**src/rtl/max7219_pkg.sv**
```systemverilog
// max7219_pkg
// Shared definitions for the MAX7219 chain sequencer: register addresses,
// the sequencer state enum, the 16-bit command word type, and the helper
// that replicates one command word across every device in the chain.
package max7219_pkg;

  typedef logic [15:0] max7219_word_t;

  // MAX7219 register addresses (upper byte of a command word)
  localparam logic [7:0] NOOP      = 8'h00;
  localparam logic [7:0] DIGIT0    = 8'h01;
  localparam logic [7:0] DECODE    = 8'h09;
  localparam logic [7:0] INTENSITY = 8'h0A;
  localparam logic [7:0] SCANLIM   = 8'h0B;
  localparam logic [7:0] SHUTDOWN  = 8'h0C;
  localparam logic [7:0] TEST      = 8'h0F;

  typedef enum logic [2:0] {
    INIT  = 3'd0,
    SNAP  = 3'd1,
    ROWS  = 3'd2,
    GAP   = 3'd3,
    INTEN = 3'd4
  } seq_state_t;

  // Upper bound on chain length supported by max7219_fill.
  localparam int MAX_DEV      = 64;
  localparam int MAX_TX_WIDTH = MAX_DEV * 16;

  // Replicate one command word into the low n_dev device slots; slots above
  // n_dev are zero so callers can truncate to their own transaction width.
  function automatic logic [MAX_TX_WIDTH-1:0] max7219_fill(input max7219_word_t w,
                                                           input int n_dev);
    logic [MAX_TX_WIDTH-1:0] v;
    v = '0;
    for (int d = 0; d < MAX_DEV; d++) begin
      if (d < n_dev) v[16*d +: 16] = w;
    end
    return v;
  endfunction

endpackage

```
**src/rtl/max7219_sequencer.sv**
```systemverilog
// max7219_sequencer
// Schedules full-chain transactions to the MAX7219 SPI shifter: the init
// command set after reset (and every REINIT_FRAMES frames), then the eight
// digit rows of a frame snapshot, an idle gap, and an optional intensity
// command between frames.
// Ports:
//   i_Clk, i_Rst          clock, asynchronous active-high reset
//   i_Frame               pixel bytes [digit row][matrix row][matrix col]
//   i_Intensity(_Update)  intensity value and its 1-cycle load strobe
//   o_Tx_Data/o_Tx_Valid  transaction to the shifter, device d in [16d+15:16d]
//   i_Tx_Ready            shifter idle
//   o_Init_Done           first init set accepted
//   o_Frame_Done          1-cycle pulse after row 7 is accepted
//   o_Dbg_State           current sequencer state
module max7219_sequencer
  import max7219_pkg::*;
#(
  parameter int          DISP_COLUMNS         = 4,
  parameter int          DISP_ROWS            = 5,
  parameter int          N_DEV                = DISP_COLUMNS * DISP_ROWS,
  parameter int          TX_WIDTH             = N_DEV * 16,
  parameter int          REFRESH_DELAY_CLOCKS = 1200,
  parameter int          REINIT_FRAMES        = 0,
  parameter logic [3:0]  DEFAULT_INTENSITY    = 4'h8
) (
  input  logic                                              i_Clk,
  input  logic                                              i_Rst,
  input  logic [0:7][DISP_ROWS-1:0][DISP_COLUMNS-1:0][7:0]  i_Frame,
  input  logic [3:0]                                        i_Intensity,
  input  logic                                              i_Intensity_Update,
  output logic [TX_WIDTH-1:0]                               o_Tx_Data,
  output logic                                              o_Tx_Valid,
  input  logic                                              i_Tx_Ready,
  output logic                                              o_Init_Done,
  output logic                                              o_Frame_Done,
  output logic [2:0]                                        o_Dbg_State
);

  typedef logic [DISP_ROWS-1:0][DISP_COLUMNS-1:0][7:0] row_bytes_t;
  typedef logic [0:7][DISP_ROWS-1:0][DISP_COLUMNS-1:0][7:0] frame_t;

  localparam int GAP_W = $clog2(REFRESH_DELAY_CLOCKS + 1);
  localparam int FRM_W = (REINIT_FRAMES > 1) ? $clog2(REINIT_FRAMES) : 1;

  // Handshake: a word transfers on any clock edge where o_Tx_Valid and
  // i_Tx_Ready are both high; o_Tx_Data is frozen while o_Tx_Valid is high,
  // and o_Tx_Valid is always low for at least one cycle after a transfer.

  seq_state_t            r_state, w_state;
  logic [2:0]            r_idx, w_idx;
  logic                  r_valid, w_valid;
  logic [TX_WIDTH-1:0]   r_data, w_data;
  logic [GAP_W-1:0]      r_gap, w_gap;
  logic [FRM_W-1:0]      r_frm, w_frm;
  logic                  r_due, w_due;
  logic [3:0]            r_inten;
  logic                  r_pend, w_pend_clr;
  logic                  r_init_done, w_init_done;
  logic                  r_frame_done, w_frame_done;
  frame_t                r_snap;
  logic                  w_accept, w_wrap;

  function automatic logic [TX_WIDTH-1:0] row_word(input row_bytes_t rb, input logic [2:0] r);
    logic [TX_WIDTH-1:0] v;
    v = '0;
    for (int y = 0; y < DISP_ROWS; y++) begin
      for (int x = 0; x < DISP_COLUMNS; x++) begin
        v[16*(y*DISP_COLUMNS+x) +: 16] = {4'h0, {1'b0, r} + 4'd1, rb[y][x]};
      end
    end
    return v;
  endfunction

  function automatic max7219_word_t init_word(input logic [2:0] idx, input logic [3:0] inten);
    case (idx)
      3'd0:    init_word = {TEST, 8'h00};
      3'd1:    init_word = {SCANLIM, 8'h07};
      3'd2:    init_word = {DECODE, 8'h00};
      3'd3:    init_word = {INTENSITY, 4'h0, inten};
      3'd4:    init_word = {SHUTDOWN, 8'h01};
      default: init_word = {NOOP, 8'h00};
    endcase
  endfunction

  function automatic seq_state_t after_gap(input logic due, input logic pend);
    if (due)       after_gap = INIT;
    else if (pend) after_gap = INTEN;
    else           after_gap = SNAP;
  endfunction

  assign w_accept = r_valid & i_Tx_Ready;
  assign w_wrap   = (REINIT_FRAMES != 0) && (r_frm == FRM_W'(REINIT_FRAMES - 1));

  always_ff @(posedge i_Clk or posedge i_Rst) begin
    if (i_Rst) r_state <= INIT;
    else       r_state <= w_state;
  end

  always_comb begin
    w_state      = r_state;
    w_idx        = r_idx;
    w_valid      = r_valid;
    w_data       = r_data;
    w_gap        = r_gap;
    w_frm        = r_frm;
    w_due        = r_due;
    w_pend_clr   = 1'b0;
    w_init_done  = r_init_done;
    w_frame_done = 1'b0;
    case (r_state)
      INIT: begin
        if (!r_valid) begin
          w_valid = 1'b1;
          w_data  = TX_WIDTH'(max7219_fill(init_word(r_idx, r_inten), N_DEV));
        end else if (w_accept) begin
          w_valid = 1'b0;
          if (r_idx == 3'd3) w_pend_clr = 1'b1;
          if (r_idx == 3'd4) begin
            w_state     = SNAP;
            w_idx       = 3'd0;
            w_init_done = 1'b1;
            w_due       = 1'b0;
          end else begin
            w_idx = r_idx + 3'd1;
          end
        end
      end
      // Row 0 is loaded straight from i_Frame while the snapshot is taken,
      // so the gap before it is the single SNAP cycle.
      SNAP: begin
        w_valid = 1'b1;
        w_data  = row_word(i_Frame[0], 3'd0);
        w_state = ROWS;
        w_idx   = 3'd0;
      end
      ROWS: begin
        if (!r_valid) begin
          w_valid = 1'b1;
          w_data  = row_word(r_snap[r_idx], r_idx);
        end else if (w_accept) begin
          w_valid = 1'b0;
          if (r_idx == 3'd7) begin
            w_frame_done = 1'b1;
            w_idx        = 3'd0;
            w_due        = w_wrap;
            if (REINIT_FRAMES != 0) w_frm = w_wrap ? '0 : r_frm + FRM_W'(1);
            // The next state's own load cycle is the last idle cycle, so
            // GAP itself only covers REFRESH_DELAY_CLOCKS-1 cycles.
            if (REFRESH_DELAY_CLOCKS <= 1) begin
              w_state = after_gap(w_wrap, r_pend | i_Intensity_Update);
            end else begin
              w_state = GAP;
              w_gap   = '0;
            end
          end else begin
            w_idx = r_idx + 3'd1;
          end
        end
      end
      GAP: begin
        if (r_gap == GAP_W'(REFRESH_DELAY_CLOCKS - 2)) begin
          w_state = after_gap(r_due, r_pend | i_Intensity_Update);
        end else begin
          w_gap = r_gap + GAP_W'(1);
        end
      end
      INTEN: begin
        if (!r_valid) begin
          w_valid = 1'b1;
          w_data  = TX_WIDTH'(max7219_fill({INTENSITY, 4'h0, r_inten}, N_DEV));
        end else if (w_accept) begin
          w_valid    = 1'b0;
          w_pend_clr = 1'b1;
          w_state    = SNAP;
        end
      end
      default: w_state = INIT;
    endcase
  end

  always_ff @(posedge i_Clk or posedge i_Rst) begin
    if (i_Rst) begin
      r_idx        <= '0;
      r_valid      <= 1'b0;
      r_data       <= '0;
      r_gap        <= '0;
      r_frm        <= '0;
      r_due        <= 1'b0;
      r_inten      <= DEFAULT_INTENSITY;
      r_pend       <= 1'b0;
      r_init_done  <= 1'b0;
      r_frame_done <= 1'b0;
      r_snap       <= '0;
    end else begin
      r_idx        <= w_idx;
      r_valid      <= w_valid;
      r_data       <= w_data;
      r_gap        <= w_gap;
      r_frm        <= w_frm;
      r_due        <= w_due;
      r_init_done  <= w_init_done;
      r_frame_done <= w_frame_done;
      if (r_state == SNAP) r_snap <= i_Frame;
      // A new request wins over a same-cycle clear so it is never lost.
      if (i_Intensity_Update) begin
        r_inten <= i_Intensity;
        r_pend  <= 1'b1;
      end else if (w_pend_clr) begin
        r_pend  <= 1'b0;
      end
    end
  end

  assign o_Tx_Data    = r_data;
  assign o_Tx_Valid   = r_valid;
  assign o_Init_Done  = r_init_done;
  assign o_Frame_Done = r_frame_done;
  assign o_Dbg_State  = r_state;

endmodule

```
**config.mk**
```make
export PLATFORM = sky130hd
export DESIGN_NAME = max7219_sequencer
export DESIGN_NICKNAME = d
export VERILOG_FILES = /design/src/rtl/max7219_pkg.sv /design/src/rtl/max7219_sequencer.sv
export SDC_FILE = /design/constraint.sdc
export NUM_CORES = 2
export LEC_CHECK = 0
export CORE_AREA = 5 5 630 632
export CTS_BUF_LIST = sky130_fd_sc_hd__clkbuf_4 sky130_fd_sc_hd__clkbuf_8
export CTS_CLUSTER_DIAMETER = 30
export DETAILED_ROUTE_END_ITERATION = 10
export DIE_AREA = 0 0 635 637
export MAX_ROUTING_LAYER = met4
export SLEW_MARGIN = 5
export SYNTH_ARGS = -nofsm -noshare
export SYNTH_HDL_FRONTEND = slang
export SYNTH_SLANG_ARGS = --single-unit
```
**constraint.sdc**
```tcl
create_clock -name i_Clk -period 43.9 [get_ports i_Clk]
set_clock_uncertainty 0.2 [all_clocks]
set_input_delay 4.39 -clock i_Clk [delete_from_list [all_inputs] [get_ports i_Clk]]
set_output_delay 4.39 -clock i_Clk [all_outputs]
set_load 0.02 [all_outputs]
```
==> summary.txt <==
yosys + openroad results -> routed len/inst 24.8 um, via count 57800, top cells by count nand2_1 (3977), dfrtp_1 (1468), mux4_2 (320), buf_2 (201), buf_4 (200), Pre-Repair DR Iteration Count 7, setup TNS 0 ps, relative slew slack 25.1%, dominant cell type by area after synthesis dfrtp_1, worst path cell trace clkdlybuf4s50_1 > clkinvlp_4 > buf_4 > buf_4 > buf_4 > buf_4 > buf_4, DR DRC count 0, clock share of power 27.9%, Hold Path Depth 1, design area 96200 um^2, internal reg-to-reg setup slack 38250 ps, met2 Use GR 27.1%, Site Rows 230, core area 391000 um^2, ys cells 6961, worst hold path type reg -> reg, Final Util 24.6%, post-route ant nets 0, Synth Instances 6961, Peak VDD IR 0.0554 mV, vias in the first global route 58500, Slew @ Worst Pin 1120 ps, Synth area leaders dfrtp_1 (55%), nand2_1 (22%), mux4_2 (11%), Yosys top cell area share 54.9%, fin cells 14100, post-synthesis adder-cell area fraction 0.150%, Place WS 34550 ps, Netlist Area Pre-Place 66900 um^2, clk cell area share 9.63%, CTS Buffer Depth 4, outcome complete, no violations, Critical Path Sink r_snap[412], met3 Usage GRT 4.83%, Main logic family simple AND/OR/NAND/NOR gates, PostCTS Resize Cnt 0, max reg flops 1280, Crit Path Max Fanout 76, Reg area 36800 um^2, tap cell count 5220, Die Area 404000 um^2, Fin Hold WS 265 ps
-- layout by cell type, fill, tap and decap left out, drive strengths merged, types with 3 or more instances in the layout --
master and instances:
nand3 10, diode 122, mux4 320, nand2b 3, nand4 3, clkinv 94
nand2 3977, and3 4, mux2i 140, o21bai 3, a21oi 31, o21ai 7
a21o 3, buf 91, or3 4, o211ai 84, clkdlybuf4s50 1533, inv 26
clkbuf 500, o221ai 60, a211oi 28, mux2 26, conb 80, clkinvlp 35
or4 5, bufinv 52, nor3b 34, dfrtp 1468, o31ai 10, ha 8
o2111ai 20, nor2 73
-- metal layers --
layer  vias to the layer above  part of all wire [%]
met1                     29200                    41
li1                      25500                     -
met4                         0                   3.7
met2                      2515                    48
met3                       603                   7.8
met5                         -                     0
Figure 1. Routed clock nets over the placement.
Scale bar: 200 um.
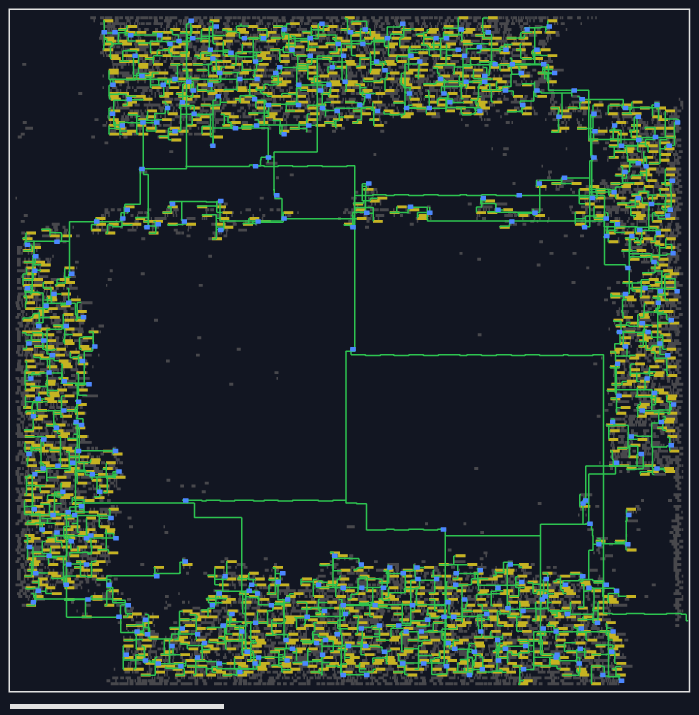
yellow -> flip-flops  # count 1469
green -> clock wires  # length 26.2 mm
blue -> clock drivers  # count 378
routed clock nets = 379
flops lie = all over the die

Figure 2. Wires at chosen ports, followed through buffers.
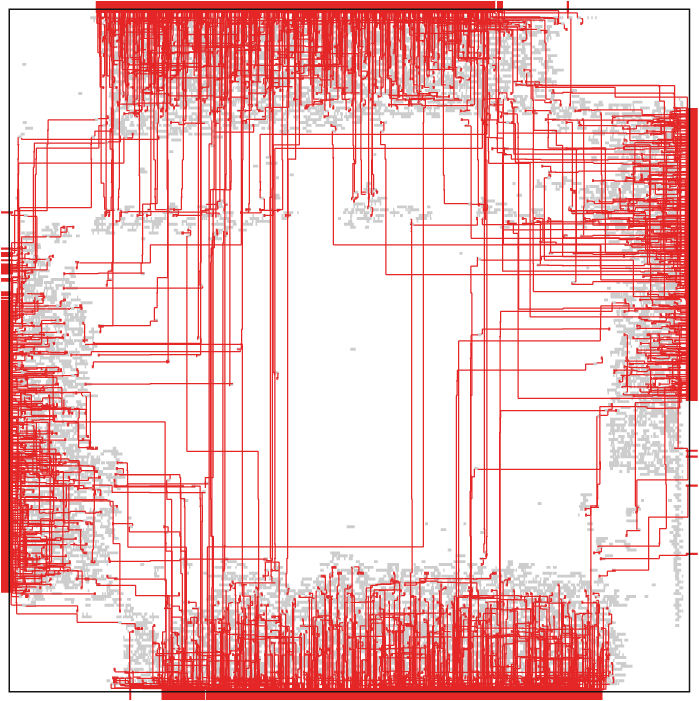
red -> `i_Frame`  # direction input, edge 446 bottom, 409 top, 220 left, 205 right, end cells 1327, buffers 1280, wire 111 mm

Figure 3. Routed metal, one colour a layer.
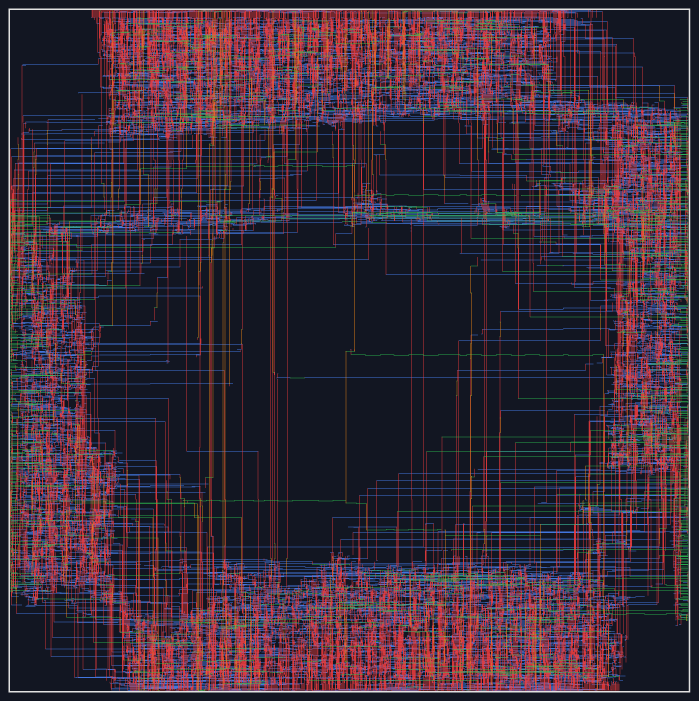
red -> metal 2  # wire length 167 mm
orange -> metal 4  # wire length 13000 um
blue -> metal 1  # wire length 142 mm
green -> metal 3  # wire length 27.3 mm

Figure 4. Clock wiring as the flow saved it.
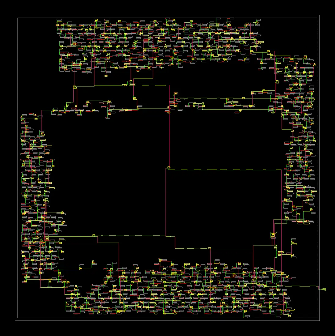
Worst-Skew Late Latency: 1050 ps
seq_cells: 1469

Power is estimated from default activity; no workload was simulated.
